`config.mk`:
```
export PLATFORM = sky130hd
export DESIGN_NAME = cordic_share_arbiter_flat
export DESIGN_NICKNAME = d
export VERILOG_FILES = /design/src/rtl/cordic_share_arbiter_pkg.sv /design/src/rtl/cordic_share_arbiter_if.sv /design/src/rtl/cordic_share_arbiter_rr_pick.sv /design/src/rtl/cordic_share_arbiter.sv /design/src/flat_wrapper.sv
export SDC_FILE = /design/constraint.sdc
export NUM_CORES = 1
export LEC_CHECK = 0
export CELL_PAD_IN_SITES_DETAIL_PLACEMENT = 1
export CELL_PAD_IN_SITES_GLOBAL_PLACEMENT = 1
export CORE_MARGIN = 4
export CORE_UTILIZATION = 23
export CTS_CLUSTER_DIAMETER = 30
export DETAILED_ROUTE_END_ITERATION = 16
export PLACE_DENSITY = 0.95
export SYNTH_ARGS = -nofsm -noshare
export SYNTH_HDL_FRONTEND = slang
export SYNTH_SLANG_ARGS = --single-unit
```
`constraint.sdc`:
```
create_clock -name clk -period 6.4 [get_ports clk]
set_input_delay 0.64 -clock clk [delete_from_list [all_inputs] [get_ports clk]]
set_output_delay 0.64 -clock clk [all_outputs]
set_load 0.01 [all_outputs]
```
`src/rtl/cordic_share_arbiter_pkg.sv`:
```
// Shared definitions for the CORDIC sharing arbiter: FSM encoding, quadrant
// width and a constant clog2 helper.
package cordic_share_arbiter_pkg;

    typedef enum logic [1:0] {
        ST_IDLE  = 2'd0,
        ST_FLUSH = 2'd1,
        ST_OWN   = 2'd2,
        ST_DRAIN = 2'd3
    } arb_state_e;

    localparam int CORDIC_QUAD_W = 2;

    // Never returns less than 1 so a width derived from it is always legal.
    function automatic int clog2(input int n);
        int r;
        r = 0;
        while ((1 << r) < n) begin
            r++;
        end
        return (r == 0) ? 1 : r;
    endfunction

endpackage

```
`src/rtl/cordic_share_arbiter_if.sv`:
```
// Core-side bus between the arbiter (master) and the shared vectoring and
// rotation CORDIC instances (slave).
interface cordic_share_arbiter_if #(
    parameter int DATA_WIDTH  = 16,
    parameter int ANGLE_WIDTH = 16
) ();
    import cordic_share_arbiter_pkg::*;

    logic                     cordic_nrst;
    logic                     cordic_vec_en;
    logic [DATA_WIDTH-1:0]    cordic_vec_xin;
    logic [DATA_WIDTH-1:0]    cordic_vec_yin;
    logic                     cordic_rot_en;
    logic [DATA_WIDTH-1:0]    cordic_rot_xin;
    logic [DATA_WIDTH-1:0]    cordic_rot_yin;
    logic [ANGLE_WIDTH-1:0]   cordic_rot_angle_in;
    logic [CORDIC_QUAD_W-1:0] cordic_rot_quad_in;
    logic                     cordic_rot_angle_microRot_n;
    logic                     cordic_vec_opvld;
    logic                     cordic_rot_opvld;

    modport master (
        output cordic_nrst, cordic_vec_en, cordic_vec_xin, cordic_vec_yin,
               cordic_rot_en, cordic_rot_xin, cordic_rot_yin,
               cordic_rot_angle_in, cordic_rot_quad_in, cordic_rot_angle_microRot_n,
        input  cordic_vec_opvld, cordic_rot_opvld
    );

    modport slave (
        input  cordic_nrst, cordic_vec_en, cordic_vec_xin, cordic_vec_yin,
               cordic_rot_en, cordic_rot_xin, cordic_rot_yin,
               cordic_rot_angle_in, cordic_rot_quad_in, cordic_rot_angle_microRot_n,
        output cordic_vec_opvld, cordic_rot_opvld
    );

endinterface

```
`src/rtl/cordic_share_arbiter_rr_pick.sv`:
```
// Combinational round-robin pick: first set request searching upward from
// ptr+1 with wrap-around, returned both one-hot and as an index.
module rr_pick #(
    parameter int NUM_REQ = 3,
    parameter int IDX_W   = 2
) (
    input  logic [NUM_REQ-1:0] req,
    input  logic [IDX_W-1:0]   ptr,
    output logic [NUM_REQ-1:0] onehot,
    output logic [IDX_W-1:0]   idx,
    output logic               valid
);

    int             j;
    logic [IDX_W-1:0] jj;

    // Scan from the farthest position inward so the nearest hit after ptr wins.
    always_comb begin
        onehot = '0;
        idx    = '0;
        valid  = |req;
        j      = 0;
        jj     = '0;
        for (int off = NUM_REQ; off >= 1; off--) begin
            j = int'(ptr) + off;
            if (j >= NUM_REQ) begin
                j = j - NUM_REQ;
            end
            jj = IDX_W'(j);
            if (req[jj]) begin
                onehot     = '0;
                onehot[jj] = 1'b1;
                idx        = jj;
            end
        end
    end

endmodule

```
`src/rtl/cordic_share_arbiter.sv`:
```
// Round-robin owner of the shared vectoring/rotation CORDIC pair, with a core
// flush on every handover and per-core outstanding-operation tracking.
module cordic_share_arbiter
    import cordic_share_arbiter_pkg::*;
#(
    parameter int NUM_REQ         = 3,
    parameter int DATA_WIDTH      = 16,
    parameter int ANGLE_WIDTH     = 16,
    parameter int FLUSH_CYCLES    = 2,
    parameter int MAX_OUTSTANDING = 20
) (
    input  logic                               clk,
    input  logic                               rst,
    input  logic [NUM_REQ-1:0]                 req,
    output logic [NUM_REQ-1:0]                 grant,
    output logic                               busy,
    output logic                               ovf_err,
    input  logic [NUM_REQ-1:0]                 rq_nrst,
    input  logic [NUM_REQ-1:0]                 rq_vec_en,
    input  logic [NUM_REQ*DATA_WIDTH-1:0]      rq_vec_xin,
    input  logic [NUM_REQ*DATA_WIDTH-1:0]      rq_vec_yin,
    input  logic [NUM_REQ-1:0]                 rq_rot_en,
    input  logic [NUM_REQ*DATA_WIDTH-1:0]      rq_rot_xin,
    input  logic [NUM_REQ*DATA_WIDTH-1:0]      rq_rot_yin,
    input  logic [NUM_REQ*ANGLE_WIDTH-1:0]     rq_rot_angle,
    input  logic [NUM_REQ*CORDIC_QUAD_W-1:0]   rq_rot_quad,
    input  logic [NUM_REQ-1:0]                 rq_rot_angle_microRot_n,
    output logic [NUM_REQ-1:0]                 rq_vec_opvld,
    output logic [NUM_REQ-1:0]                 rq_rot_opvld,
    cordic_share_arbiter_if.master             core
);

    localparam int IDX_W = clog2(NUM_REQ);
    localparam int CNT_W = clog2(MAX_OUTSTANDING + 1);
    localparam int FL_W  = clog2(FLUSH_CYCLES + 1);

    arb_state_e         state_q, state_d;
    logic [IDX_W-1:0]   owner_q, owner_d, rr_ptr_q, rr_ptr_d;
    logic [NUM_REQ-1:0] owner_oh_q, owner_oh_d, grant_q, grant_d;
    logic [FL_W-1:0]    flush_cnt_q, flush_cnt_d;
    logic [CNT_W-1:0]   vec_cnt_q, vec_cnt_d, rot_cnt_q, rot_cnt_d;
    logic               ovf_q, ovf_d;
    logic               vec_err, rot_err, nrst_sel, own_active, route_active;
    logic [NUM_REQ-1:0] pick_oh;
    logic [IDX_W-1:0]   pick_idx;
    logic               pick_vld;

    rr_pick #(.NUM_REQ(NUM_REQ), .IDX_W(IDX_W)) u_rr_pick (
        .req    (req),
        .ptr    (rr_ptr_q),
        .onehot (pick_oh),
        .idx    (pick_idx),
        .valid  (pick_vld)
    );

    // Returns {error, next_count}; a same-cycle issue and return cancel out.
    function automatic logic [CNT_W:0] cnt_next(input logic [CNT_W-1:0] cnt,
                                                input logic inc, input logic dec,
                                                input logic clr);
        if (clr) return '0;
        if (inc && !dec) begin
            if (cnt == CNT_W'(MAX_OUTSTANDING)) return {1'b1, cnt};
            return {1'b0, cnt + 1'b1};
        end
        if (dec && !inc) begin
            if (cnt == '0) return {1'b1, cnt};
            return {1'b0, cnt - 1'b1};
        end
        return {1'b0, cnt};
    endfunction

    assign own_active   = (state_q == ST_OWN);
    assign route_active = own_active || (state_q == ST_DRAIN);

    always_comb begin
        core.cordic_vec_en               = 1'b0;
        core.cordic_vec_xin              = '0;
        core.cordic_vec_yin              = '0;
        core.cordic_rot_en               = 1'b0;
        core.cordic_rot_xin              = '0;
        core.cordic_rot_yin              = '0;
        core.cordic_rot_angle_in         = '0;
        core.cordic_rot_quad_in          = '0;
        core.cordic_rot_angle_microRot_n = 1'b0;
        nrst_sel                         = (state_q != ST_FLUSH);
        for (int i = 0; i < NUM_REQ; i++) begin
            if (own_active && owner_q == IDX_W'(i)) begin
                nrst_sel                         = rq_nrst[i];
                core.cordic_vec_en               = rq_vec_en[i];
                core.cordic_vec_xin              = rq_vec_xin[i*DATA_WIDTH +: DATA_WIDTH];
                core.cordic_vec_yin              = rq_vec_yin[i*DATA_WIDTH +: DATA_WIDTH];
                core.cordic_rot_en               = rq_rot_en[i];
                core.cordic_rot_xin              = rq_rot_xin[i*DATA_WIDTH +: DATA_WIDTH];
                core.cordic_rot_yin              = rq_rot_yin[i*DATA_WIDTH +: DATA_WIDTH];
                core.cordic_rot_angle_in         = rq_rot_angle[i*ANGLE_WIDTH +: ANGLE_WIDTH];
                core.cordic_rot_quad_in          = rq_rot_quad[i*CORDIC_QUAD_W +: CORDIC_QUAD_W];
                core.cordic_rot_angle_microRot_n = rq_rot_angle_microRot_n[i];
            end
        end
        // The core reset must follow rst immediately, not wait for a clock.
        core.cordic_nrst = nrst_sel & ~rst;
    end

    assign rq_vec_opvld = route_active ? (owner_oh_q & {NUM_REQ{core.cordic_vec_opvld}}) : '0;
    assign rq_rot_opvld = route_active ? (owner_oh_q & {NUM_REQ{core.cordic_rot_opvld}}) : '0;

    always_comb begin
        {vec_err, vec_cnt_d} = cnt_next(vec_cnt_q, core.cordic_vec_en,
                                        route_active & core.cordic_vec_opvld, ~nrst_sel);
        {rot_err, rot_cnt_d} = cnt_next(rot_cnt_q, core.cordic_rot_en,
                                        route_active & core.cordic_rot_opvld, ~nrst_sel);
        ovf_d = ovf_q | vec_err | rot_err;
    end

    always_comb begin
        state_d     = state_q;
        owner_d     = owner_q;
        owner_oh_d  = owner_oh_q;
        rr_ptr_d    = rr_ptr_q;
        grant_d     = grant_q;
        flush_cnt_d = flush_cnt_q;
        case (state_q)
            ST_IDLE: begin
                if (pick_vld) begin
                    owner_d     = pick_idx;
                    owner_oh_d  = pick_oh;
                    rr_ptr_d    = pick_idx;
                    flush_cnt_d = FL_W'(FLUSH_CYCLES - 1);
                    state_d     = ST_FLUSH;
                end
            end
            ST_FLUSH: begin
                if (flush_cnt_q == '0) begin
                    grant_d = owner_oh_q;
                    state_d = ST_OWN;
                end else begin
                    flush_cnt_d = flush_cnt_q - 1'b1;
                end
            end
            ST_OWN: begin
                if (!req[owner_q]) begin
                    grant_d = '0;
                    state_d = ST_DRAIN;
                end
            end
            ST_DRAIN: begin
                if (vec_cnt_d == '0 && rot_cnt_d == '0) begin
                    state_d = ST_IDLE;
                end
            end
            default: state_d = ST_IDLE;
        endcase
    end

    always_ff @(posedge clk or posedge rst) begin
        if (rst) begin
            state_q     <= ST_IDLE;
            owner_q     <= '0;
            owner_oh_q  <= '0;
            rr_ptr_q    <= IDX_W'(NUM_REQ - 1);
            grant_q     <= '0;
            flush_cnt_q <= '0;
            vec_cnt_q   <= '0;
            rot_cnt_q   <= '0;
            ovf_q       <= 1'b0;
        end else begin
            state_q     <= state_d;
            owner_q     <= owner_d;
            owner_oh_q  <= owner_oh_d;
            rr_ptr_q    <= rr_ptr_d;
            grant_q     <= grant_d;
            flush_cnt_q <= flush_cnt_d;
            vec_cnt_q   <= vec_cnt_d;
            rot_cnt_q   <= rot_cnt_d;
            ovf_q       <= ovf_d;
        end
    end

    assign grant   = grant_q;
    assign busy    = (state_q != ST_IDLE);
    assign ovf_err = ovf_q;

endmodule

```
`src/flat_wrapper.sv`:
```
// flat-port wrapper written by rule: the top's interface ports become plain ports
module cordic_share_arbiter_flat import cordic_share_arbiter_pkg::*;
#(
    parameter int NUM_REQ         = 3,
    parameter int DATA_WIDTH      = 16,
    parameter int ANGLE_WIDTH     = 16,
    parameter int FLUSH_CYCLES    = 2,
    parameter int MAX_OUTSTANDING = 20
)
  (clk, rst, req, grant, busy, ovf_err, rq_nrst, rq_vec_en, rq_vec_xin, rq_vec_yin, rq_rot_en, rq_rot_xin, rq_rot_yin, rq_rot_angle, rq_rot_quad, rq_rot_angle_microRot_n, rq_vec_opvld, rq_rot_opvld, core_cordic_nrst, core_cordic_vec_en, core_cordic_vec_xin, core_cordic_vec_yin, core_cordic_rot_en, core_cordic_rot_xin, core_cordic_rot_yin, core_cordic_rot_angle_in, core_cordic_rot_quad_in, core_cordic_rot_angle_microRot_n, core_cordic_vec_opvld, core_cordic_rot_opvld);
  cordic_share_arbiter_if #(.DATA_WIDTH(DATA_WIDTH), .ANGLE_WIDTH(ANGLE_WIDTH)) core_i ();
  input  logic clk;
  input  logic rst;
  input  logic [NUM_REQ-1:0] req;
  output logic [NUM_REQ-1:0] grant;
  output logic busy;
  output logic ovf_err;
  input  logic [NUM_REQ-1:0] rq_nrst;
  input  logic [NUM_REQ-1:0] rq_vec_en;
  input  logic [NUM_REQ*DATA_WIDTH-1:0] rq_vec_xin;
  input  logic [NUM_REQ*DATA_WIDTH-1:0] rq_vec_yin;
  input  logic [NUM_REQ-1:0] rq_rot_en;
  input  logic [NUM_REQ*DATA_WIDTH-1:0] rq_rot_xin;
  input  logic [NUM_REQ*DATA_WIDTH-1:0] rq_rot_yin;
  input  logic [NUM_REQ*ANGLE_WIDTH-1:0] rq_rot_angle;
  input  logic [NUM_REQ*CORDIC_QUAD_W-1:0] rq_rot_quad;
  input  logic [NUM_REQ-1:0] rq_rot_angle_microRot_n;
  output logic [NUM_REQ-1:0] rq_vec_opvld;
  output logic [NUM_REQ-1:0] rq_rot_opvld;
  output wire logic [$bits(core_i.cordic_nrst)-1:0] core_cordic_nrst;
  output wire logic [$bits(core_i.cordic_vec_en)-1:0] core_cordic_vec_en;
  output wire logic [$bits(core_i.cordic_vec_xin)-1:0] core_cordic_vec_xin;
  output wire logic [$bits(core_i.cordic_vec_yin)-1:0] core_cordic_vec_yin;
  output wire logic [$bits(core_i.cordic_rot_en)-1:0] core_cordic_rot_en;
  output wire logic [$bits(core_i.cordic_rot_xin)-1:0] core_cordic_rot_xin;
  output wire logic [$bits(core_i.cordic_rot_yin)-1:0] core_cordic_rot_yin;
  output wire logic [$bits(core_i.cordic_rot_angle_in)-1:0] core_cordic_rot_angle_in;
  output wire logic [$bits(core_i.cordic_rot_quad_in)-1:0] core_cordic_rot_quad_in;
  output wire logic [$bits(core_i.cordic_rot_angle_microRot_n)-1:0] core_cordic_rot_angle_microRot_n;
  input wire logic [$bits(core_i.cordic_vec_opvld)-1:0] core_cordic_vec_opvld;
  input wire logic [$bits(core_i.cordic_rot_opvld)-1:0] core_cordic_rot_opvld;
  assign core_cordic_nrst = core_i.cordic_nrst;
  assign core_cordic_vec_en = core_i.cordic_vec_en;
  assign core_cordic_vec_xin = core_i.cordic_vec_xin;
  assign core_cordic_vec_yin = core_i.cordic_vec_yin;
  assign core_cordic_rot_en = core_i.cordic_rot_en;
  assign core_cordic_rot_xin = core_i.cordic_rot_xin;
  assign core_cordic_rot_yin = core_i.cordic_rot_yin;
  assign core_cordic_rot_angle_in = core_i.cordic_rot_angle_in;
  assign core_cordic_rot_quad_in = core_i.cordic_rot_quad_in;
  assign core_cordic_rot_angle_microRot_n = core_i.cordic_rot_angle_microRot_n;
  assign core_i.cordic_vec_opvld = core_cordic_vec_opvld;
  assign core_i.cordic_rot_opvld = core_cordic_rot_opvld;
  cordic_share_arbiter #(.NUM_REQ(NUM_REQ), .DATA_WIDTH(DATA_WIDTH), .ANGLE_WIDTH(ANGLE_WIDTH), .FLUSH_CYCLES(FLUSH_CYCLES), .MAX_OUTSTANDING(MAX_OUTSTANDING)) u_core (.clk(clk), .rst(rst), .req(req), .grant(grant), .busy(busy), .ovf_err(ovf_err), .rq_nrst(rq_nrst), .rq_vec_en(rq_vec_en), .rq_vec_xin(rq_vec_xin), .rq_vec_yin(rq_vec_yin), .rq_rot_en(rq_rot_en), .rq_rot_xin(rq_rot_xin), .rq_rot_yin(rq_rot_yin), .rq_rot_angle(rq_rot_angle), .rq_rot_quad(rq_rot_quad), .rq_rot_angle_microRot_n(rq_rot_angle_microRot_n), .rq_vec_opvld(rq_vec_opvld), .rq_rot_opvld(rq_rot_opvld), .core(core_i));
endmodule
```
Fig. 1: run 1, routed clock nets over the placement
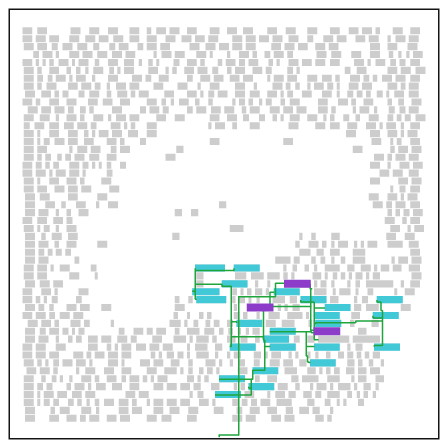
[cyan] flip-flops | count: 24
[green] clock wires | length: 371 um
[purple] cells driving clock nets | count: 3
routed clock nets: 4
clk_lat worst skew: 0.26 ns
Clk. pwr: 0.182 mW
Clock power frac: 0.062
Final Skew: 0.005511 ns

Fig. 2: run 1, ports around the boundary
Pins as bars across the die edge, other pins in grey.
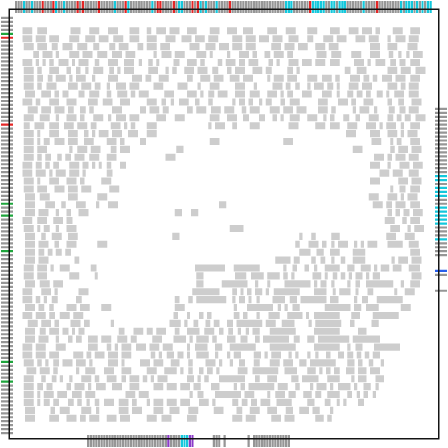
| colour | port | pins | direction | edge |
|---|---|---|---|---|
| cyan | `rq_vec_xin` | 48 | input | 34 top, 11 right, 3 bottom |
| blue | `core_cordic_nrst` | 1 | output | right |
| purple | `req` | 3 | input | bottom |
| red | `core_cordic_rot_angle_in` | 16 | output | 14 top, 2 left |
| green | `rq_rot_quad` | 6 | input | left |
all pins by edge: 156 top, 106 left, 59 bottom, 41 right

Fig. 3: run 1, port wiring
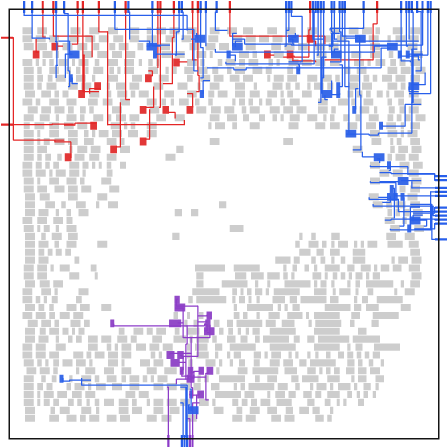
| colour | port | bits | direction | edge | end cells | buffers | wire |
|---|---|---|---|---|---|---|---|
| purple | `req` | 3 | input | bottom | 17 | 3 | 250 um |
| blue | `rq_vec_xin` | 48 | input | 34 top, 11 right, 3 bottom | 32 | 48 | 1,700 um |
| red | `core_cordic_rot_angle_in` | 16 | output | 14 top, 2 left | 16 | 16 | 616 um |
I/O Buffers: 361
Ports: 362

==> results.sh, run 1 <==
# source this file to load flow results
export IMPL_hp_start="u_core.ovf_err$_DFF_PP0_"
export IMPL_postCtsSetupBuffers=0
export IMPL_path_clk_slew_ns=0.07
export IMPL_row_count=50
export IMPL_final_setup_viol_count=0
export IMPL_p_sw_mw=1.438
export IMPL_worst_r2r_startpoint="u_core.rr_ptr_q[0]$_DFFE_PP0P_"
export IMPL_common_cells="nand2_1 (103), o21ai_0 (95), and2_1 (92)"
export IMPL_vias=5892
export IMPL_cap_violations=0
export IMPL_grt_pass1_wl_um=35590
export IMPL_holdPathStages=1
export IMPL_async_flop_share=1.000
export IMPL_yosysUniqueCellTypes=64
export IMPL_period_used=0.5960
export IMPL_fp_coreArea_mm2=0.01889
export IMPL_r2r_slack_ns=2.73
export IMPL_slew_headroom=0.3704
export IMPL_ys_flop_type="dfrtp_1"
export IMPL_tightest_slew_ns=0.9444
export IMPL_h_tree_depth=1
export IMPL_drv_slew=0
export IMPL_syn2layout_area_growth_pct=87.43
export IMPL_r2r_end="u_core.state_q[1]$_DFFE_PP0P_"
export IMPL_syn_area_per_cell_um2=7.022
export IMPL_min_path_type="reg2reg"
export IMPL_cts_tree="done"
export IMPL_gr_usage_all_layers=0.2046
export IMPL_log_warning_count=39
export IMPL_max_freq_mhz=262.2
export IMPL_top_area_frac=0.2043
export IMPL_ys_cells=635
export IMPL_cts_sinks=24
export IMPL_logic_area_mm2=0.003586
export IMPL_syn_area_mm2=0.004459
export IMPL_p_sw_frac=0.4897
export IMPL_grt_max_degree=63
export IMPL_seq_area_um2=609.3
export IMPL_critPathMaxFanout=48
export IMPL_max_vdd_ir_drop_v=0.0001616
export IMPL_finalNonFillerCells=1219
export IMPL_rsz0062_at_grt="false"
export IMPL_cp_end_kind="output port"
export IMPL_finalHoldViolCount=0
export IMPL_finalNetCount=1241
export IMPL_fin_tns_setup_ns=0
export IMPL_p_seq_frac=0.128
export IMPL_fp_nets=917
export IMPL_crit_type="reg2out"
export IMPL_cts_root_buf="clkbuf_16"
export IMPL_dpl_cell_area_mm2=0.008250
export IMPL_place_congestion=0.8891
export IMPL_fp_utilization=0.2360
export IMPL_cpMaxStageDelayCell="dfrtp_4"
export IMPL_p_comb_frac=0.810
export IMPL_cts_buffers_inserted=3
export IMPL_cp_required_ns=5.76
export IMPL_post_cts_resized=0
export IMPL_die_x_um=147.2
export IMPL_cp_top_family="buffers and inverters"
export IMPL_routedWlPerCell_um=19.61
export IMPL_synth_seq_share=0.1350
export IMPL_place_hpwl_um=19650
export IMPL_start_kind="flip-flop"
export IMPL_intPower_mw=1.498
export IMPL_edf_count=0
export IMPL_outcome="complete, no violations"
export IMPL_topCellsByArea="mux2i_1 (20%), and2_1 (13%), dfrtp_1 (13%), o21ai_0 (11%), nand2_1 (8.7%)"
export IMPL_drive_gt1_frac=0.03445
export IMPL_drtIter0Drc=169
export IMPL_syn_inst=635
export IMPL_ys_flops=24
export IMPL_antenna_found_initial=1
export IMPL_arrival_ns=3.17
export IMPL_crit_buf_inv=2
export IMPL_ant_nets=0
export IMPL_hold_buffers=0
export IMPL_first_pass_iters=4
export IMPL_yosys_area_mm2=0.004459
export IMPL_clk_path_buf_depth=2
export IMPL_grt_pass1_vias=6395
export IMPL_total_power_mw=2.936
export IMPL_power_density_mw_per_mm2=351.2
export IMPL_cp_slowest_stage_delay_ns=0.90
export IMPL_yosysMostFrequentCell="nand2_1"
export IMPL_yosys_area_top_type="mux2i_1"
export IMPL_reg2reg_depth=9
export IMPL_chipArea_mm2=0.02168
export IMPL_dpl_cell_count=1214
export IMPL_finalInstanceArea_mm2=0.008358
export IMPL_viasPerCell=4.833
export IMPL_drt_wl_total_um=23910
export IMPL_cp_cell_sequence="buf_4, mux2i_1, o21ai_0, and2_1, clkdlybuf4s50_1"
==> run 1: kinds of logic (layout without fill, tap and decap cells) <==
logic type	Yosys count	in the layout	synth area share
AND-OR/OR-AND	152	152	0.2107
adder cells (fa/ha/maj)	17	17	0.04770
AND/OR/NAND/NOR	273	273	0.3154
XOR/XNOR	4	4	0.007858
other	0	1	0
multiplexers	97	97	0.2203
flip-flops	24	24	0.1350
buffers and inverters	68	391	0.06313
==> run 1: registers in the layout, indices dropped and copies added (netlist names), 2 cells and up <==
name and flops:
u_core.flush_cnt_q 2, u_core.state_q 2, u_core.rr_ptr_q 2, u_core.rot_cnt_q 5, u_core.grant 3, u_core.vec_cnt_q 5
u_core.owner_oh_q 3
==> run 1: worst max-delay path by stage <==
stage                                        start                                to  cells past startpoint
finish               u_core.owner_q[1]$_DFFE_PP0P_            core_cordic_rot_yin[1]                      5
global route         u_core.owner_q[1]$_DFFE_PP0P_       core_cordic_rot_angle_in[1]                      5
CTS                 u_core.rr_ptr_q[0]$_DFFE_PP0P_       core_cordic_rot_angle_in[2]                      6
detailed placement  u_core.rr_ptr_q[0]$_DFFE_PP0P_     u_core.state_q[1]$_DFFE_PP0P_                      9
global placement     u_core.owner_q[1]$_DFFE_PP0P_       core_cordic_rot_angle_in[2]                      6
floorplan           u_core.rr_ptr_q[0]$_DFFE_PP0P_  u_core.owner_oh_q[1]$_DFFE_PP0P_                     11
==> run 1: metal layers <==
metal / wire, um / track usage / vias to the layer above
li1: - / - / 2838
met1: 9025 / 0.2228 / 2813
met2: 12910 / 0.3970 / 204
met3: 1401 / 0.04750 / 37
met4: 571 / 0.04986 / 0
met5: 0 / 0 / -
==> run 1: power by group through the flow <==
stage / logic (mW) / clock network (mW) / registers, mW
6_report: 2.38 / 0.182 / 0.376
5_1_grt: 2.59 / 0.189 / 0.394
4_1_cts: 2.40 / 0.182 / 0.378
3_5_place_dp: 2.37 / 0 / 0.381
3_3_place_gp: 2.29 / 0 / 0.374
2_1_floorplan: 1.48 / 0 / 0.265
==> run 1: cells in the final DEF (no fill, tap or decap), types with 5 or more instances in the layout <==
cell type and count:
o21ai_0 95, nor2_1 30, and2_1 92, nand2_1 103
buf_4 5, mux2i_1 91, clkdlybuf4s50_1 361, nor3_1 7
ha_1 16, inv_1 19, nand3b_1 5, nand3_1 10
a21oi_1 14, dfrtp_1 21
==> run 1: per-stage QoR <==
step / utilization / setup WS, ns / hold slack (ns)
finish: 0.4424 / 2.586 / 0.4818
global route: 0.4424 / 2.414 / 0.5158
CTS: 0.4423 / 2.552 / 0.4854
detailed placement: 0.4367 / 2.837 / 0.4682
global placement: 0.4367 / 2.876 / 0.4752
floorplan: - / 3.314 / 0.4736
==> run 1: final cells by class <==
cell class / count / area share
multi-input cells: 543 / 0.4290
flip-flops and latches: 24 / 0.07290
repair buffers: 366 / 0.4368
diodes: 1 / 0.0002994
well taps: 260 / 0.03892
clock buffers: 3 / 0.008982
clock inverters: 1 / 0.003593
inverters: 21 / 0.009431
==> run 1: worst reg2reg max path: cells and delay by family, from the launching register on <==
family,cells,cell delay (ns)
flops,1,0.74
buf+inv,1,0.60
simple gates,2,0.29
compound gates,5,1.57
mux,1,0.35
Fig. 4: run 1, routed metal, one colour a layer
Bar = 50 um.
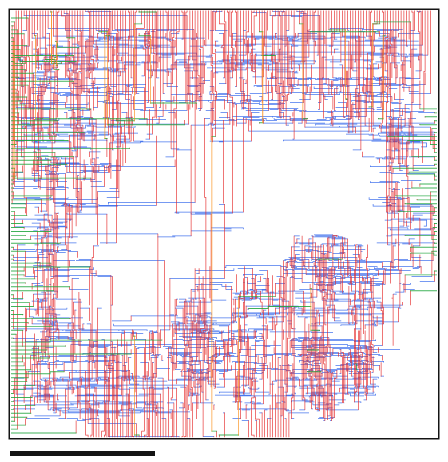

==> run 2: changes to the inputs <==
--- a/config.mk
+++ b/config.mk
@@ -8,10 +8,10 @@
 export CELL_PAD_IN_SITES_DETAIL_PLACEMENT = 1
 export CELL_PAD_IN_SITES_GLOBAL_PLACEMENT = 1
 export CORE_MARGIN = 4
-export CORE_UTILIZATION = 23
+export CORE_UTILIZATION = 20
 export CTS_CLUSTER_DIAMETER = 30
 export DETAILED_ROUTE_END_ITERATION = 16
-export PLACE_DENSITY = 0.95
+export PLACE_DENSITY = 0.9
 export SYNTH_ARGS = -nofsm -noshare
 export SYNTH_HDL_FRONTEND = slang
 export SYNTH_SLANG_ARGS = --single-unit
==> constraint.sdc (replaced) <==
create_clock -name clk -period 3.1 [get_ports clk]
set_input_delay 0.31 -clock clk [delete_from_list [all_inputs] [get_ports clk]]
set_output_delay 0.31 -clock clk [all_outputs]
set_load 0.01 [all_outputs]
Fig. 5: run 2, routed metal, one colour a layer
Bar = 50 um.
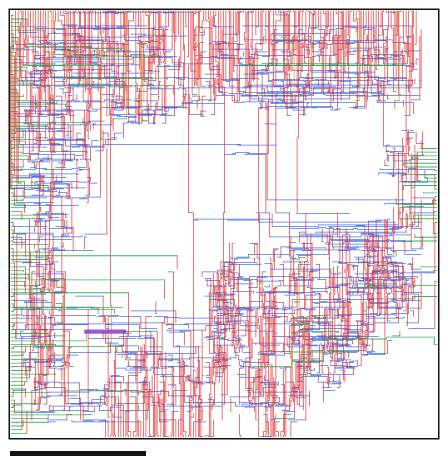
| colour | layer | wire length |
|---|---|---|
| green | met3 | 1,630 um |
| purple | met5 | 13.8 um |
| red | met2 | 13,000 um |
| orange | met4 | 456 um |
| blue | met1 | 8,960 um |

Fig. 6: run 2, placement view
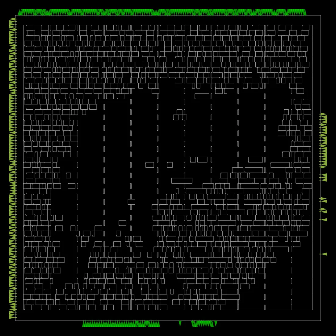
# Taps: 280
Flops: 24
row cnt: 54
flop share of the area: 0.07223
post-layout util: 0.3853

Fig. 7: run 2, ports around the boundary
Pins as bars across the die edge, other pins in grey.
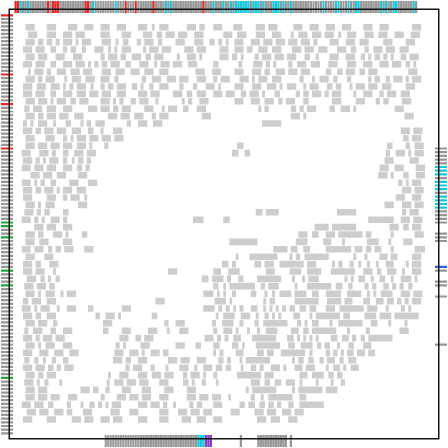
| colour | port | pins | direction | edge |
|---|---|---|---|---|
| red | `core_cordic_rot_angle_in` | 16 | output | 12 top, 4 left |
| green | `rq_rot_quad` | 6 | input | left |
| cyan | `rq_vec_xin` | 48 | input | 35 top, 10 right, 3 bottom |
| blue | `core_cordic_nrst` | 1 | output | right |
| purple | `req` | 3 | input | bottom |

==> run 2 against run 1 <==
  * Cell area grew 0.93%
  * Sequential power grew 81%
  * Via count grew 1.3%
  * Cell count grew 2.1%
  * Worst hold slack lost 0.041 ns
==> results.sh, run 2 <==
# source this file to load flow results
export IMPL_outcome="complete, no violations"
export IMPL_post_place_ws_ns=0.1792
export IMPL_arrival_ns=2.59
export IMPL_io_buffers=361
export IMPL_finalNonFillerCells=1245
export IMPL_postCtsSetupBuffers=0
export IMPL_cts_buffers_inserted=3
export IMPL_mostFrequentLayoutCell="clkdlybuf4s50_1"
export IMPL_cp_end_kind="output port"
export IMPL_grt_max_degree=49
export IMPL_crit_buf_inv=2
export IMPL_pin_count=362
export IMPL_syn_area_per_cell_um2=7.022
export IMPL_fin_tns_setup_ns=0
export IMPL_cpMaxStageDelayCell="dfrtp_4"
export IMPL_yosys_area_top_type="mux2i_1"
export IMPL_finalInstanceArea_mm2=0.008436
export IMPL_finalHoldViolCount=0
export IMPL_clk_path_buf_depth=2
export IMPL_top_area_frac=0.2043
export IMPL_ys_flop_type="dfrtp_1"
export IMPL_yosys_area_mm2=0.004459
export IMPL_cp_cell_sequence="nor2b_4, buf_4, nand2_1, o21ai_0, and2_1, clkdlybuf4s50_1"
export IMPL_syn_area_mm2=0.004459
export IMPL_synth_seq_share=0.1350
export IMPL_log_warning_count=39
export IMPL_chipArea_mm2=0.02475
export IMPL_layout_top_cells="clkdlybuf4s50_1 (361), nand2_1 (103), o21ai_0 (95), and2_1 (92), mux2i_1 (91)"
export IMPL_fp_utilization=0.2037
export IMPL_topCellsByArea="mux2i_1 (20%), and2_1 (13%), dfrtp_1 (13%), o21ai_0 (11%), nand2_1 (8.7%)"
export IMPL_drtIter0Drc=247
export IMPL_routedWlPerCell_um=19.36
export IMPL_ys_cells=635
export IMPL_dpl_cell_area_mm2=0.008353
export IMPL_start_kind="flip-flop"
export IMPL_syn2layout_area_growth_pct=89.17
export IMPL_die_x_um=157.3
export IMPL_tightest_slew_ns=0.5425
export IMPL_edf_count=0
export IMPL_cts_root_buf="clkbuf_16"
export IMPL_max_vdd_ir_drop_v=0.0002913
export IMPL_path_clk_slew_ns=0.06
export IMPL_r2r_slack_ns=0.25
export IMPL_finalNetCount=1248
export IMPL_fp_nets=917
export IMPL_cp_required_ns=2.79
export IMPL_drive_gt1_frac=0.04041
export IMPL_viasPerCell=4.793
export IMPL_ys_flops=24
export IMPL_final_setup_viol_count=0
export IMPL_grt_pass1_vias=6527
export IMPL_fp_coreArea_mm2=0.02189
export IMPL_common_cells="nand2_1 (103), o21ai_0 (95), and2_1 (92)"
export IMPL_vias=5967
export IMPL_drv_slew=0
export IMPL_h_tree_depth=1
export IMPL_fin_ws_ns=0.2005
export IMPL_crit_type="reg2out"
export IMPL_rsz0062_at_grt="false"
export IMPL_dpl_cell_count=1241
export IMPL_power_density_mw_per_mm2=721.2
export IMPL_clock_skew_ns=0.003364
export IMPL_ant_nets=0
export IMPL_async_flop_share=1.000
export IMPL_cts_sinks=24
export IMPL_drt_wl_total_um=24110
export IMPL_max_freq_mhz=344.9
export IMPL_top_regs="u_core.rot_cnt_q (5), u_core.vec_cnt_q (5)"
==> run 2: repair_timing <==
action	CTS	global route
hold buffers	0	0
endpoints found under the setup margin	0	7
gates resized	0	1
==> run 2: layout make-up <==
| cell class | instances | area [um2] |
|---|---|---|
| clock buffers | 4 | 78.83 |
| fillers | 2672 | 13460 |
| inverters | 21 | 78.83 |
| multi-input cells | 543 | 3586 |
| flip-flops and latches | 24 | 609.3 |
| well taps | 280 | 350.3 |
| repair buffers | 373 | 3732 |
==> run 2: final timing paths <==
kind                                                 from                        endpoint  cells past startpoint
min reg2reg                      u_core.ovf_err$_DFF_PP0_        u_core.ovf_err$_DFF_PP0_                      1
max in group asynchronous                             rst  u_core.rr_ptr_q[1]$_DFFE_PP1P_                      3
min                                                   rst   u_core.vec_cnt_q[4]$_DFF_PP0_                      2
max                        u_core.rr_ptr_q[0]$_DFFE_PP0P_         core_cordic_vec_yin[12]                      6
min in group clk                 u_core.ovf_err$_DFF_PP0_        u_core.ovf_err$_DFF_PP0_                      1
max reg2reg                 u_core.owner_q[1]$_DFFE_PP0P_   u_core.state_q[1]$_DFFE_PP0P_                      8
==> run 2: where the power goes <==
group | internal, mW | switching, mW
Clock | 0.176 | 0.120
Combinational | 2.46 | 2.65
Sequential | 0.454 | 0.228
==> run 2: kinds of logic (layout without fill, tap and decap cells) <==
group / Yosys count / count (layout) / share of synthesized area
xor+xnor: 4 / 4 / 0.007858
compound gates: 152 / 152 / 0.2107
simple gates: 273 / 273 / 0.3154
mux: 97 / 97 / 0.2203
fa+ha+maj: 17 / 17 / 0.04770
flops: 24 / 24 / 0.1350
buf+inv: 68 / 398 / 0.06313
==> run 2: per-layer routing <==
metal	up-vias	share of wire	track usage	wire length [um]
met5	-	0.00054	0	13
met4	2	0.019	0.03236	455
met3	35	0.067	0.04564	1627
met2	211	0.54	0.3444	13050
met1	2870	0.37	0.2011	8963
li1	2849	-	-	-
==> run 2: metrics by stage <==
stage	util	hold slack (ns)	power, mW
3_3_place_gp	0.3816	0.4727	5.663
5_1_grt	0.3853	0.4908	6.645
6_report	0.3853	0.4412	6.084
3_5_place_dp	0.3816	0.4786	5.824
4_1_cts	0.3852	0.4544	6.155
2_1_floorplan	-	0.3239	3.608
==> run 3: changes to the inputs <==
--- a/config.mk
+++ b/config.mk
@@ -11,6 +11,7 @@
 export CORE_UTILIZATION = 20
 export CTS_CLUSTER_DIAMETER = 30
 export DETAILED_ROUTE_END_ITERATION = 16
+export GPL_ROUTABILITY_DRIVEN = 0
 export PLACE_DENSITY = 0.9
 export SYNTH_ARGS = -nofsm -noshare
 export SYNTH_HDL_FRONTEND = slang
Fig. 8: run 3, ports around the boundary
Pins as bars across the die edge, other pins in grey.
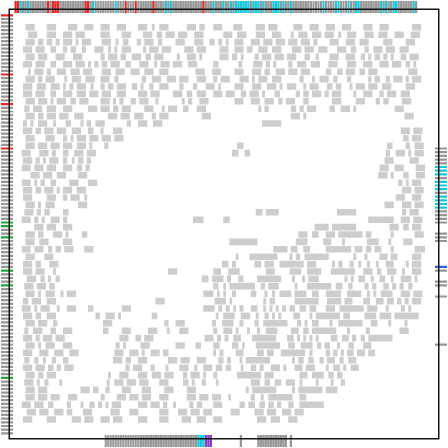
Die Y: 157.3 um
die width: 157.3 um

Fig. 9: run 3, routed clock nets over the placement
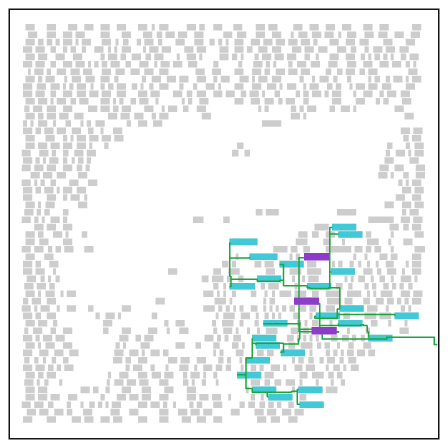
[green] clock wires | length: 385 um
[purple] cells driving clock nets | count: 3
[cyan] flip-flops | count: 24
routed clock nets: 4

Fig. 10: run 3, placement view
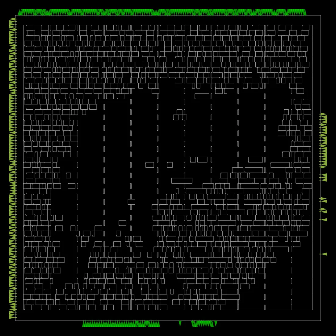
core box area: 0.02189 mm2
Filler Cells Inserted: 2,672

==> run 3 against run 2 <==
  * Sequential share of layout area unchanged
  * Clock skew unchanged
  * Sequential power about the same
  * Total power unchanged
  * Combinational power about the same
  * Via count unchanged
  * Die size unchanged
  * Critical endpoint unchanged
==> results.sh, run 3 <==
# source this file to load flow results
export IMPL_yosys_area_mm2=0.004459
export IMPL_routedWlPerCell_um=19.36
export IMPL_grt_ovfl_total=0
export IMPL_syn_area_per_cell_um2=7.022
export IMPL_drive_gt1_frac=0.04041
export IMPL_rsz0062_at_grt="false"
export IMPL_postCtsSetupBuffers=0
export IMPL_dpl_cell_count=1241
export IMPL_h_tree_depth=1
export IMPL_gr_usage_all_layers=0.1797
export IMPL_log_warning_count=39
export IMPL_antenna_found_initial=2
export IMPL_drc=0
export IMPL_io_buffers=361
export IMPL_row_count=54
export IMPL_top_area_frac=0.2043
export IMPL_yosysUniqueCellTypes=64
export IMPL_path_clk_slew_ns=0.06
export IMPL_fp_nets=917
export IMPL_min_path_type="in2async"
export IMPL_fin_tns_setup_ns=0
export IMPL_drtIter0Drc=247
export IMPL_yosys_warnings=0
export IMPL_first_pass_iters=4
export IMPL_outcome="complete, no violations"
export IMPL_ant_nets=0
export IMPL_max_freq_mhz=344.9
export IMPL_diodes=0
export IMPL_topCellsByArea="mux2i_1 (20%), and2_1 (13%), dfrtp_1 (13%), o21ai_0 (11%), nand2_1 (8.7%)"
export IMPL_finalHoldViolCount=0
export IMPL_async_flop_share=1.000
export IMPL_place_hpwl_um=19890
export IMPL_yosys_area_top_type="mux2i_1"
export IMPL_syn_inst=635
export IMPL_vias=5967
export IMPL_period_used=0.9353
export IMPL_clock_skew_ns=0.003364
export IMPL_drv_slew=0
export IMPL_grt_pass1_wl_um=35460
export IMPL_viasPerCell=4.793
export IMPL_mostFrequentLayoutCell="clkdlybuf4s50_1"
export IMPL_ys_flop_type="dfrtp_1"
export IMPL_layout_top_cells="clkdlybuf4s50_1 (361), nand2_1 (103), o21ai_0 (95), and2_1 (92), mux2i_1 (91)"
export IMPL_cap_violations=0
export IMPL_whs_ns=0.4412
export IMPL_synth_seq_share=0.1350
export IMPL_arrival_ns=2.59
export IMPL_power_density_mw_per_mm2=721.2
export IMPL_fin_util=0.3853
export IMPL_top_regs="u_core.rot_cnt_q (5), u_core.vec_cnt_q (5)"
export IMPL_ys_cells=635
export IMPL_grt_pass1_vias=6527
export IMPL_tightest_slew_ns=0.5425
export IMPL_finalNonFillerCells=1245
export IMPL_finalNetCount=1248
export IMPL_syn_area_mm2=0.004459
export IMPL_finalCriticalPeriod_ns=2.899
export IMPL_edf_count=0
export IMPL_slew_headroom=0.6379
export IMPL_drt_wl_total_um=24110
export IMPL_cp_end_kind="output port"
export IMPL_critPathMaxFanout=30
export IMPL_crit_type="reg2out"
export IMPL_max_vdd_ir_drop_v=0.0002913
export IMPL_ys_flops=24
export IMPL_fp_utilization=0.2037
export IMPL_grt_max_degree=49
export IMPL_pin_count=362
export IMPL_cp_required_ns=2.79
export IMPL_common_cells="nand2_1 (103), o21ai_0 (95), and2_1 (92)"
export IMPL_worstSkewPairLatency_ns=0.26
export IMPL_clk_path_buf_depth=2
export IMPL_p_leak_nw=3.263
export IMPL_final_setup_viol_count=0
export IMPL_syn2layout_area_growth_pct=89.17
export IMPL_yosysMostFrequentCell="nand2_1"
export IMPL_cts_sinks=24
export IMPL_cts_root_buf="clkbuf_16"
export IMPL_cts_tree="done"
export IMPL_chipArea_mm2=0.02475
export IMPL_hold_buffers=0
export IMPL_cts_buffers_inserted=3
export IMPL_start_kind="flip-flop"
==> run 3: power by group <==
part / switching [mW] / internal, mW / total, mW / leakage [nW]
clock: 0.120 / 0.176 / 0.297 / 0.0382
sequential: 0.228 / 0.454 / 0.681 / 0.300
combinational: 2.65 / 2.46 / 5.11 / 2.93
==> run 3: final timing paths <==
path,slack (ns),startpoint,depth (start not counted),to
worst max-delay path,0.20,u_core.rr_ptr_q[0]$_DFFE_PP0P_,6,core_cordic_vec_yin[12]
worst min-delay path,0.44,rst,2,u_core.vec_cnt_q[4]$_DFF_PP0_
worst max register to register,0.25,u_core.owner_q[1]$_DFFE_PP0P_,8,u_core.state_q[1]$_DFFE_PP0P_
worst min register to register,0.49,u_core.ovf_err$_DFF_PP0_,1,u_core.ovf_err$_DFF_PP0_
max in group asynchronous,2.00,rst,3,u_core.rr_ptr_q[1]$_DFFE_PP1P_
min in group clk,0.49,u_core.ovf_err$_DFF_PP0_,1,u_core.ovf_err$_DFF_PP0_
==> run 3: repair_timing <==
action                     in CTS  in global routing
hold endpoints to repair        0                  0
setup endpoints to repair       0                  7
resized                         0                  1
==> run 3: per-stage QoR <==
stage / total power, mW / worst slack, ns / cell area, um2
6_report: 6.084 / 0.2005 / 8436
3_5_place_dp: 5.824 / 0.1792 / 8353
5_1_grt: 6.645 / 0.02187 / 8436
4_1_cts: 6.155 / 0.09063 / 8432
3_3_place_gp: 5.663 / 0.3395 / 8353
2_1_floorplan: 3.608 / 0.01438 / 4459
==> run 3: metal layers <==
layer  vias to the layer above  share of wire  GRT usage
li1                       2849              -          -
met1                      2870           0.37     0.2011
met2                       211           0.54     0.3444
met3                        35          0.067    0.04564
met4                         2          0.019    0.03236
met5                         -        0.00054          0
==> run 3: cell families after synthesis <==
family / synth area share
AND-OR/OR-AND: 0.2107
XOR/XNOR: 0.007858
adder cells (fa/ha/maj): 0.04770
buffers and inverters: 0.06313
flip-flops: 0.1350
multiplexers: 0.2203
AND/OR/NAND/NOR: 0.3154
==> run 3: cell type report <==
type                            count  area [um2]  share of cell area
Multi-Input combinational cell    543        3586              0.4251
Clock buffer                        4       78.83            0.009344
Sequential cell                    24       609.3             0.07223
Tap cell                          280       350.3             0.04153
Inverter                           21       78.83            0.009344
Timing Repair Buffer              373        3732              0.4425
==> run 3: critical path, stage by stage, from the launching register on <==
cell and delay (ns):
dfrtp_4 0.65, nor2b_4 0.27, buf_4 0.35, nand2_1 0.10
o21ai_0 0.18, and2_1 0.20, clkdlybuf4s50_1 0.55
No activity file was given, so power comes from the tool's default toggle rates.
